==> src/rtl/nightrider_top.sv <==
// Knight Rider LED scanner for the ECP5-Mini board: bouncing head LED, button-selected speed, RGB speed indicator.
// Define NIGHTRIDER_FADE_TRAIL_EN to compile in the PWM fading trail behind the head.
module nightrider_top #(
  parameter int STEP_DIV        = 400000,
  parameter int DEBOUNCE_CYCLES = 16000
) (
  input  logic       clk_16mhz,
  input  logic       rst_n,
  input  logic       btn_usr,
  output logic       led_usr,
  output logic       led_act,
  output logic       led_r,
  output logic       led_g,
  output logic       led_b,
  output logic [7:0] led
);

  localparam int TMR_W = $clog2(STEP_DIV + 1);
  localparam int DB_W  = $clog2(DEBOUNCE_CYCLES + 1);
  localparam logic [TMR_W-1:0] DIV0_M1 = TMR_W'(STEP_DIV - 1);
  localparam logic [TMR_W-1:0] DIV1_M1 = TMR_W'(STEP_DIV / 2 - 1);
  localparam logic [TMR_W-1:0] DIV2_M1 = TMR_W'(STEP_DIV / 4 - 1);
  localparam logic [DB_W-1:0]  DB_LAST = DB_W'(DEBOUNCE_CYCLES - 1);

  logic             btn_p0, btn_p1;
  logic [DB_W-1:0]  db_cnt;
  logic             db_lvl, db_prev;
  logic             press;
  logic [1:0]       speed, speed_nxt;
  logic [2:0]       rgb;
  logic [TMR_W-1:0] tmr, div_m1;
  logic             step;
  logic [2:0]       pos, pos_nxt;
  logic             dir, dir_nxt;
  logic             act;

  // Stage p0/p1: two-flop synchronizer for the asynchronous button
  always_ff @(posedge clk_16mhz or negedge rst_n) begin
    if (!rst_n) begin
      btn_p0 <= 1'b0;
      btn_p1 <= 1'b0;
    end else begin
      btn_p0 <= btn_usr;
      btn_p1 <= btn_p0;
    end
  end

  // Debounce: the level is accepted only after DEBOUNCE_CYCLES consecutive disagreeing cycles
  always_ff @(posedge clk_16mhz or negedge rst_n) begin
    if (!rst_n) begin
      db_cnt  <= '0;
      db_lvl  <= 1'b0;
      db_prev <= 1'b0;
    end else begin
      db_prev <= db_lvl;
      if (btn_p1 == db_lvl) begin
        db_cnt <= '0;
      end else if (db_cnt == DB_LAST) begin
        db_lvl <= btn_p1;
        db_cnt <= '0;
      end else begin
        db_cnt <= db_cnt + 1'b1;
      end
    end
  end

  assign press = db_lvl & ~db_prev;

  always_comb begin
    speed_nxt = (speed == 2'd2) ? 2'd0 : speed + 2'd1;
    case (speed)
      2'd0:    div_m1 = DIV0_M1;
      2'd1:    div_m1 = DIV1_M1;
      default: div_m1 = DIV2_M1;
    endcase
  end

  // A press outranks a coincident step: the timer restarts under the new divider
  assign step = (tmr == div_m1) && !press;

  always_ff @(posedge clk_16mhz or negedge rst_n) begin
    if (!rst_n) begin
      speed <= 2'd0;
      rgb   <= 3'b100;
      tmr   <= '0;
    end else begin
      if (press) begin
        speed <= speed_nxt;
        rgb   <= {speed_nxt == 2'd0, speed_nxt == 2'd1, speed_nxt == 2'd2};
        tmr   <= '0;
      end else if (tmr == div_m1) begin
        tmr <= '0;
      end else begin
        tmr <= tmr + 1'b1;
      end
    end
  end

  always_comb begin
    pos_nxt = pos;
    dir_nxt = dir;
    if (!dir) begin
      if (pos == 3'd7) begin
        dir_nxt = 1'b1;
        pos_nxt = 3'd6;
      end else begin
        pos_nxt = pos + 3'd1;
      end
    end else begin
      if (pos == 3'd0) begin
        dir_nxt = 1'b0;
        pos_nxt = 3'd1;
      end else begin
        pos_nxt = pos - 3'd1;
      end
    end
  end

  always_ff @(posedge clk_16mhz or negedge rst_n) begin
    if (!rst_n) begin
      pos <= 3'd0;
      dir <= 1'b0;
      act <= 1'b0;
    end else if (step) begin
      pos <= pos_nxt;
      dir <= dir_nxt;
      act <= ~act;
    end
  end

  assign led_usr = db_lvl;
  assign led_act = act;
  assign {led_r, led_g, led_b} = rgb;

`ifdef NIGHTRIDER_FADE_TRAIL_EN
  logic [3:0] level [8];
  logic [3:0] pwm_cnt;

  // Each step relights the new head and halves every other level, leaving a decaying trail
  always_ff @(posedge clk_16mhz or negedge rst_n) begin
    if (!rst_n) begin
      pwm_cnt <= 4'd0;
      for (int i = 0; i < 8; i++) level[i] <= (i == 0) ? 4'd15 : 4'd0;
    end else begin
      pwm_cnt <= pwm_cnt + 4'd1;
      if (step) begin
        for (int i = 0; i < 8; i++)
          level[i] <= (pos_nxt == 3'(i)) ? 4'd15 : {1'b0, level[i][3:1]};
      end
    end
  end

  always_comb begin
    led = '0;
    for (int i = 0; i < 8; i++) led[i] = level[i] > pwm_cnt;
  end
`else
  assign led = 8'd1 << pos;
`endif

endmodule

==> config.mk <==
export PLATFORM = sky130hd
export DESIGN_NAME = nightrider_top
export DESIGN_NICKNAME = d
export VERILOG_FILES = /design/src/rtl/nightrider_top.sv
export SDC_FILE = /design/constraint.sdc
export NUM_CORES = 1
export LEC_CHECK = 0
export ABC_AREA = 1
export CAP_MARGIN = 30
export CELL_PAD_IN_SITES_DETAIL_PLACEMENT = 0
export CELL_PAD_IN_SITES_GLOBAL_PLACEMENT = 2
export CORE_ASPECT_RATIO = 1.2
export CORE_MARGIN = 2
export CORE_UTILIZATION = 37
export CTS_BUF_LIST = sky130_fd_sc_hd__clkbuf_4 sky130_fd_sc_hd__clkbuf_8
export DETAILED_ROUTE_END_ITERATION = 10
export PLACE_DENSITY_LB_ADDON = 0.2
export SLEW_MARGIN = 20
export SYNTH_ARGS = -nofsm -noshare
export SYNTH_HDL_FRONTEND = slang
export SYNTH_SLANG_ARGS = --single-unit
==> constraint.sdc <==
create_clock -name clk_16mhz -period 1.83 [get_ports clk_16mhz]
set_input_delay 0.183 -clock clk_16mhz [delete_from_list [all_inputs] [get_ports clk_16mhz]]
set_output_delay 0.183 -clock clk_16mhz [all_outputs]
set_load 0.005 [all_outputs]
Fig. 1: run 1, I/O nets highlighted
Drawn at 3 px/um.
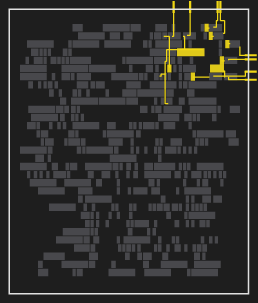
| color | port | direction | edge | end cells | wire |
|---|---|---|---|---|---|
| yellow | led | output | 4 top, 4 right | 8 | 127 um |

Fig. 2: run 1, selected gate families
Drawn at 4 px/um.
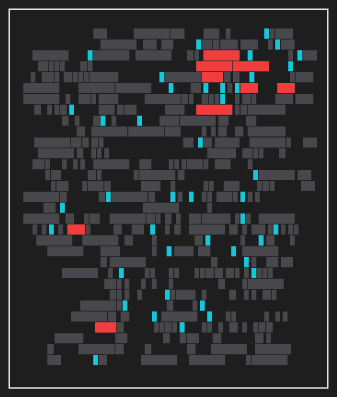
| color | family | cells | most used |
|---|---|---|---|
| red | fa/ha/maj cells | 9 | ha_4 |
| cyan | inv cells | 42 | inv_1 |

==> out/qor.yml, run 1 <==
cts:
  cts_root_buffer: "clkbuf_8"
  clk_latency_ns: 0.30
  htreeDepth: 2
worst_setup_path:
  worstPathArrival_ns: 1.55
  max_stage_delay_ns: 0.49
  crit_type: "register to output port"
  critPathBufInv: 3
floorplan:
  die_area_um2: 7480
  core_um2: 6490
  die_h_um: 94.3
layout:
  drive_gt1_share_pct: 15.5
yosys:
  synth-seq-area-share_pct: 44.8
  synthDistinctLibCells: 29
  syn_avg_cell_area_um2: 7.93
sta:
  min_period_ns: 1.74
  rsz0062_at_grt: "no"
detailed_routing:
  drc: 0
  drt_iter0_drc: 67
  wl_met1_um: 2400
  top_layer_used: "met4"
  wl_met2_um: 2550
job:
  timing.max_cap.violations: 0
placed_design:
  place_inst: 418
  place_congestion: 0.803
status:
  status: "finished clean"
global_route:
  grt_util_all_layers_pct: 15.5
Fig. 3: run 1, pin placement
Drawn at 4 px/um. Pins as bars across the die edge, other pins in gray.
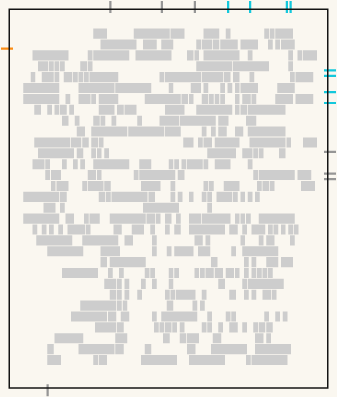
| color | port | pins | direction | edge |
|---|---|---|---|---|
| cyan | led | 8 | output | 4 top, 4 right |
| orange | clk_16mhz | 1 | input | left |

## run 1: routing by layer
metal	global-route usage [%]	vias to the layer above
met4	5.46	0
met2	26.8	21
met1	19.7	899
met5	0	-
met3	2.31	6
li1	-	1052
## run 1: Yosys cell counts
master	n	area [um^2]
dfrtp_1	44	1100
nand4_1	8	50.1
xor2_1	15	131
and3_1	1	6.26
inv_2	1	3.75
nor3_1	9	45.0
nor3b_1	3	22.5
xnor2_1	1	8.76
a21oi_1	7	35.0
ha_1	9	113
nor2_4	5	56.3
nor2_1	54	203
o21ai_1	3	15.0
dfstp_2	1	26.3
inv_1	40	150
or2_2	1	6.26
nand2_2	2	12.5
nand2_1	74	278
nand3_1	8	40.0
o22ai_1	2	12.5
nand3b_1	1	7.51
clkinv_1	1	3.75
o21ai_0	10	50.1
buf_6	1	11.3
buf_12	1	20.0
nand3_2	2	20.0
a31oi_1	1	6.26
nor2_2	11	68.8
nand2_4	1	11.3
## run 1: through the flow
| step | worst slack, ns | area (um^2) |
|---|---|---|
| 2_1_floorplan | 0.341 | 2510 |
| 3_3_place_gp | 0.122 | 2770 |
| 3_5_place_dp | 0.132 | 2770 |
| 4_1_cts | 0.0122 | 2920 |
| 5_1_grt | 0.00111 | 3070 |
| 6_report | 0.0931 | 3070 |
## run 1: state kept, by name (all words and copies together), names as in the netlist
| name | cells |
|---|---|
| rgb | 2 |
| tmr | 19 |
| btn_p1 | 1 |
| pos | 3 |
| btn_p0 | 1 |
| dir | 1 |
| led_act | 1 |
| db_cnt | 14 |
| db_prev | 1 |
| speed | 1 |
| led_usr | 1 |
## run 1: power by group
group	switching (mW)	leakage [nW]	internal [mW]	total (mW)
clock	0.333	0.0542	0.342	0.675
sequential	0.00433	0.602	1.00	1.01
combinational	0.0315	0.861	0.0179	0.0494
## run 1: final timing paths
check / start / to / slack, ns / cells after the start
min in group asynchronous: rst_n / db_cnt[5]$_DFF_PN0_ / 0.40 / 2
min: btn_usr / btn_p0$_DFF_PN0_ / 0.32 / 1
min reg2reg: btn_p0$_DFF_PN0_ / btn_p1$_DFF_PN0_ / 0.35 / 0
max in group asynchronous: rst_n / rgb[2]$_DFFE_PN1P_ / 0.85 / 3
max: pos[0]$_DFFE_PN0P_ / led[6] / 0.09 / 5
max reg2reg: tmr[0]$_DFF_PN0_ / pos[1]$_DFFE_PN0P_ / 0.16 / 10
## run 1: timing repair
action	CTS	global route
buffers inserted	2	4
gates cloned	0	1
hold buffers	1	0
gates resized	6	21
setup endpoints to repair	2	28
endpoints found under the hold margin	22	0
pin swaps	0	5
## run 1: logic make-up (layout without fill, tap and decap cells)
logic type | Yosys count | after routing | synth area share [%]
flip-flops | 45 | 45 | 44.8
adder cells (fa/ha/maj) | 9 | 9 | 4.48
AND/OR/NAND/NOR | 180 | 181 | 32.9
XOR/XNOR | 16 | 16 | 5.57
AND-OR/OR-AND | 23 | 23 | 4.73
buffers and inverters | 44 | 75 | 7.51
## run 1: layout make-up
class,count,area (um^2)
inverters,42,158
clock inverters,1,5.00
fillers,698,3420
repair buffers,25,267
clock buffers,7,96.3
well taps,85,106
flip-flops and latches,45,1130
multi-input cells,229,1310
--- run 2 (diff from run 1) ---
- CORE_UTILIZATION: 37 -> 39
- clock period: 1.83 -> 2 ns (I/O delays scaled with it)
==> out/qor.yml, run 2 <==
global_route:
  met3_usage_pct: 2.76  # was 2.31%
  met1_usage_pct: 20.3  # was 19.7%
  grt.busiest_layer: "met2"  # unchanged
yosys:
  synth-seq-area-share_pct: 44.8  # unchanged
  top_cells_by_area: "dfrtp_1 (44%), nand2_1 (11%), nor2_1 (8.1%), inv_1 (6.0%), xor2_1 (5.2%)"  # unchanged
  synthDistinctLibCells: 29  # unchanged
  edf_count: 0  # unchanged
  xor_share_pct: 5.57  # unchanged
  ys_sh_aoi_pct: 4.73  # unchanged
  ys_sh_adder_pct: 4.48  # unchanged
  flop_cell: "dfrtp_1"  # unchanged
  synth_async_sr_flop_share_pct: 100  # unchanged
  syn_avg_cell_area_um2: 7.93  # unchanged
  ys_sh_mux_pct: 0  # unchanged
  netlist_top_cells_count: "nand2_1 (74), nor2_1 (54), dfrtp_1 (44), inv_1 (40), xor2_1 (15)"  # unchanged
  yosysTopAreaCellShare_pct: 43.8  # unchanged
sta:
  rsz0062_at_grt: "no"  # unchanged
  min_period_ns: 1.91
worst_setup_path:
  worstPathArrival_ns: 1.71  # was 1.55 ns
  reg2reg_slack_ns: 0.31  # was 0.16 ns
  max_stage_delay_ns: 0.50  # was 0.49 ns
layout:
  final.fill_count: 681  # was 698
  top_regs: "tmr (19), db_cnt (14), pos (3)"  # unchanged
  seqCellArea_um2: 1130  # about the same
  drive_gt1_share_pct: 11.1  # was 15.5%
floorplan:
  core_um2: 6330  # was 6490 um^2
  die_area_um2: 7110  # was 7480 um^2
detailed_routing:
  drc: 0  # unchanged
status:
  status: "finished clean"  # unchanged
job:
  timing.max_cap.violations: 0  # unchanged
placed_design:
  preCtsSetupSlack_ns: 0.290  # was 0.132 ns
cts:
  htreeDepth: 2  # unchanged
## run 2: cell counts after synthesis
No cell type changed its count.
## run 2: through the flow
step           utilization, %  instance area [um^2]  instances
6_report                 45.8                  2900        426
5_1_grt                  45.8                  2900        426
4_1_cts                  45.6                  2890        426
3_5_place_dp             43.5                  2750        417
3_3_place_gp             43.5                  2750        417
2_1_floorplan               -                  2510        317
## run 2: final timing paths
path / from / end / cells after the start
min in group asynchronous: rst_n / tmr[3]$_DFF_PN0_ / 3
hold / removal: btn_usr / btn_p0$_DFF_PN0_ / 1
max in group asynchronous: rst_n / led_act$_DFFE_PN0P_ / 3
hold reg to reg: btn_p0$_DFF_PN0_ / btn_p1$_DFF_PN0_ / 0
setup reg to reg: tmr[0]$_DFF_PN0_ / tmr[12]$_DFF_PN0_ / 10
setup / recovery: pos[1]$_DFFE_PN0P_ / led[0] / 4
## run 2: layout make-up
type	instances	area share [%]
multi-input cells	228	41.9
flip-flops and latches	45	38.9
repair buffers	18	5.88
inverters	42	5.45
well taps	85	3.67
clock buffers	6	2.85
clock inverters	2	1.30
## run 2: cells by family after synthesis
logic type / Yosys count
AOI/OAI and AO/OA: 23
xor gates and xnor gates: 16
adders and majority gates: 9
buffers and inverters: 44
DFF: 45
and+or+nand+nor: 180
## run 2: layer usage
metal	vias up	wire, um	part of all wire (%)
li1	1035	-	-
met2	20	2460	48
met5	-	0	0
met1	901	2520	49
met4	0	93	1.8
met3	8	97	1.9
## run 2: worst reg2reg max path, cell delays in order, from the launching register on
cell and delay [ns]:
dfrtp_1 0.39, ha_1 0.20, nand2_1 0.06, inv_1 0.08
nand2_1 0.11, nor2_1 0.10, nand2_1 0.09, nor2_4 0.15
nand2_2 0.08, nand2_4 0.21, nor2_1 0.10
## run 2: where the power goes
| part | leakage (nW) | switching (mW) | internal [mW] |
|---|---|---|---|
| registers | 0.604 | 0.00379 | 0.916 |
| clock network | 0.0574 | 0.322 | 0.406 |
| logic | 0.695 | 0.0273 | 0.00979 |
## run 2: repair_timing
| item | CTS | global route |
|---|---|---|
| hold endpoints to repair | 36 | 0 |
| endpoints found under the setup margin | 1 | 1 |
| gates resized | 2 | 2 |
| hold buffers | 1 | 0 |
Fig. 4: run 2, I/O nets highlighted
Drawn at 3 px/um.
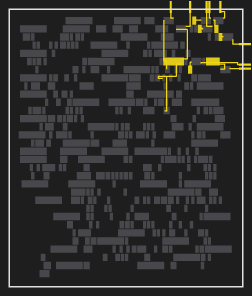
| color | port | direction | edge | end cells | wire |
|---|---|---|---|---|---|
| yellow | led | output | 5 top, 3 right | 8 | 118 um |

Fig. 5: run 2, pin placement
Drawn at 4 px/um. Pins as bars across the die edge, other pins in gray.
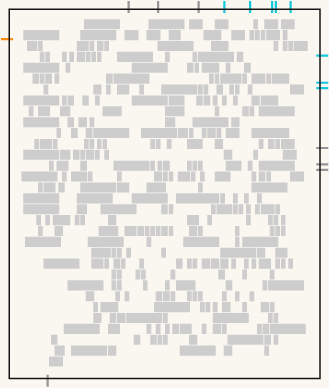
| color | port | pins | direction | edge |
|---|---|---|---|---|
| cyan | led | 8 | output | 5 top, 3 right |
| orange | clk_16mhz | 1 | input | left |
all pins by edge: 8 top, 6 right, 1 left, 1 bottom

--- run 3 (diff from run 2) ---
- CORE_UTILIZATION: 39 -> 33
- clock period: 2 -> 1.6 ns (I/O delays scaled with it)
==> out/qor.yml, run 3 <==
status:
  status: "finished clean"  # unchanged
worst_setup_path:
  timing.rr.end: "pos[2]$_DFFE_PN0P_"  # was tmr[12]$_DFF_PN0_
  worstPathArrival_ns: 1.39  # was 1.71 ns
  crit-reg2reg-launch: "pos[1]$_DFFE_PN0P_"  # was tmr[0]$_DFF_PN0_
  rr_worst_depth: 9  # was 10
  reg2reg_slack_ns: 0.05  # was 0.31 ns
worst_hold_path:
  hold_start: "btn_usr"  # unchanged
  holdPathStages: 1  # unchanged
  whs_endpoint: "btn_p0$_DFF_PN0_"  # unchanged
floorplan:
  die_area_um2: 8340  # was 7110 um^2
  die_h_um: 99.6  # was 92.0 um
cts:
  htreeDepth: 2  # unchanged
  cts_root_buffer: "clkbuf_8"  # unchanged
placed_design:
  place_congestion: 0.817  # was 0.782
layout:
  fin_util_pct: 45.3  # was 45.8%
  top_regs: "tmr (19), db_cnt (14), pos (3)"  # unchanged
detailed_routing:
  route.met3.wl_um: 160  # was 97 um
  drc: 0  # unchanged
  top_layer_used: "met4"  # unchanged
  wl_met1_um: 2640  # was 2520 um
sta:
  setup_ws_ns: 0.0492  # was 0.0860 ns
  min_period_ns: 1.55
yosys:
  synth-seq-area-share_pct: 44.8  # unchanged
  netlist_top_cells_count: "nand2_1 (74), nor2_1 (54), dfrtp_1 (44), inv_1 (40), xor2_1 (15)"  # unchanged
  top_area_cell: "dfrtp_1"  # unchanged
  synth_async_sr_flop_share_pct: 100  # unchanged
global_route:
  grt_util_all_layers_pct: 15.0  # was 16.0%
## run 3: cells by family after synthesis
family                     count (synthesis)  share of synthesized area (%)
AOI/OAI and AO/OA                         23                           4.73
xor gates and xnor gates                  16                           5.57
adders and majority gates                  9                           4.48
buffers and inverters                     44                           7.51
DFF                                       45                           44.8
and+or+nand+nor                          180                           32.9
## run 3: worst max-delay path by stage
stage / cells after the start / end / slack (ns)
CTS: 6 / led[5] / -0.20
global route: 10 / pos[0]$_DFFE_PN0P_ / -0.09
detailed placement: 9 / db_cnt[13]$_DFF_PN0_ / 0.02
global placement: 4 / led[0] / 0.04
finish: 2 / led_b / 0.05
floorplan: 11 / tmr[15]$_DFF_PN0_ / 0.11
## run 3: repair_timing
action                     in CTS  in global routing
pin swaps                       1                 15
hold endpoints to repair       21                  0
setup endpoints to repair       9                 35
gates cloned                    0                  1
hold buffers                    1                  0
gates resized                  15                 42
setup buffers                   4                  7
## run 3: area by class of cell
type | count | area (um^2) | share of cell area, %
multi-input combinational | 229 | 1370 | 41.3
sequential | 45 | 1130 | 34.1
timing repair buffer | 52 | 427 | 12.9
inverter | 42 | 161 | 4.87
tap | 90 | 113 | 3.39
clock buffer | 5 | 68.8 | 2.07
clock inverter | 3 | 46.3 | 1.40
## run 3: report_power, final
group          leakage [nW]  internal, mW  switching (mW)
Combinational         0.924        0.0211          0.0384
Sequential            0.600          1.14         0.00514
Clock                0.0543         0.468           0.415
Total                  1.58          1.63           0.458
## run 3: stage by stage
step           area, um^2  cells  total power, mW
2_1_floorplan        2510    317             1.19
3_3_place_gp         2930    445             1.23
3_5_place_dp         2930    445             1.23
4_1_cts              3100    458             2.13
5_1_grt              3320    466             2.19
6_report             3320    466             2.09
## run 3: critical path: cells and delay by family (launching register included)
| kind | cells | cell delay [ns] |
|---|---|---|
| flops | 1 | 0.47 |
| buf+inv | 2 | 0.62 |
## run 3: layer usage
metal / track usage (%) / up-vias
met2: 25.8 / 33
met5: 0 / -
met4: 4.34 / 0
li1: - / 1108
met1: 19.3 / 994
met3: 2.57 / 6
Fig. 6: run 3, I/O nets highlighted
Drawn at 3 px/um.
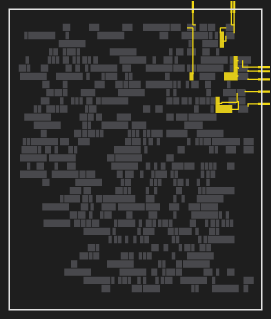
| color | port | direction | edge | end cells | wire |
|---|---|---|---|---|---|
| yellow | led | output | 5 right, 3 top | 8 | 86.4 um |

Fig. 7: run 3, cell outlines without signal wires
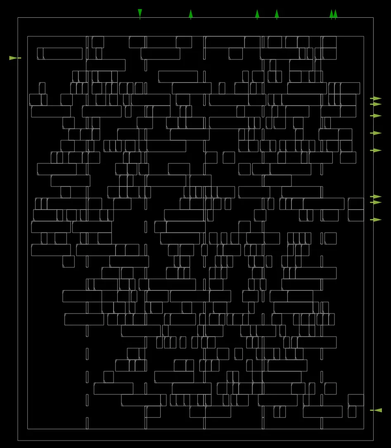
Filler cells: 767
Well Taps: 90
final cell count without fillers: 466


==> gallery <==
Cell sizes after repair.
Drawn at 4 px/um.
shot_01.png
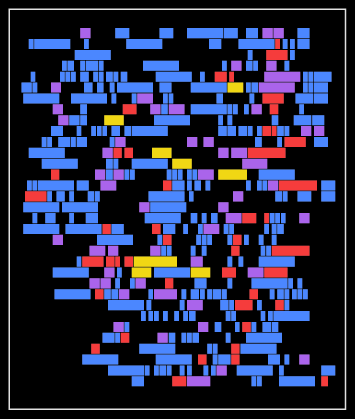
shot_02.png
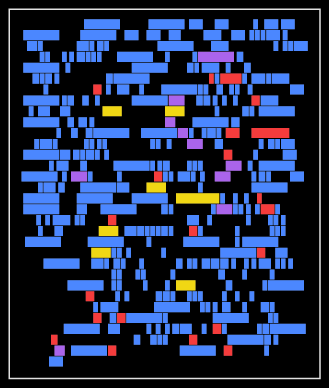
shot_03.png
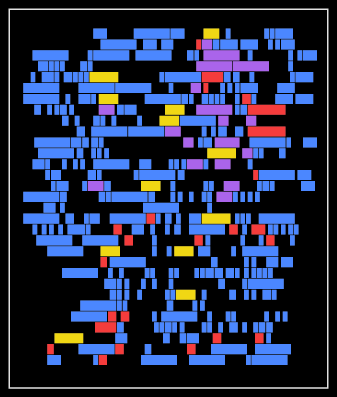
run 2: shot_02.png
run 1: shot_03.png
run 3: shot_01.png

Key to shot_03.png:
| color | size | cells | share |
|---|---|---|---|
| red | x2 | 24 | 6.9% |
| yellow | x6 and larger | 12 | 3.4% |
| purple | x3 and x4 | 18 | 5.2% |
| blue | x1 and smaller | 295 | 85% |

Power is estimated from default activity; no workload was simulated.
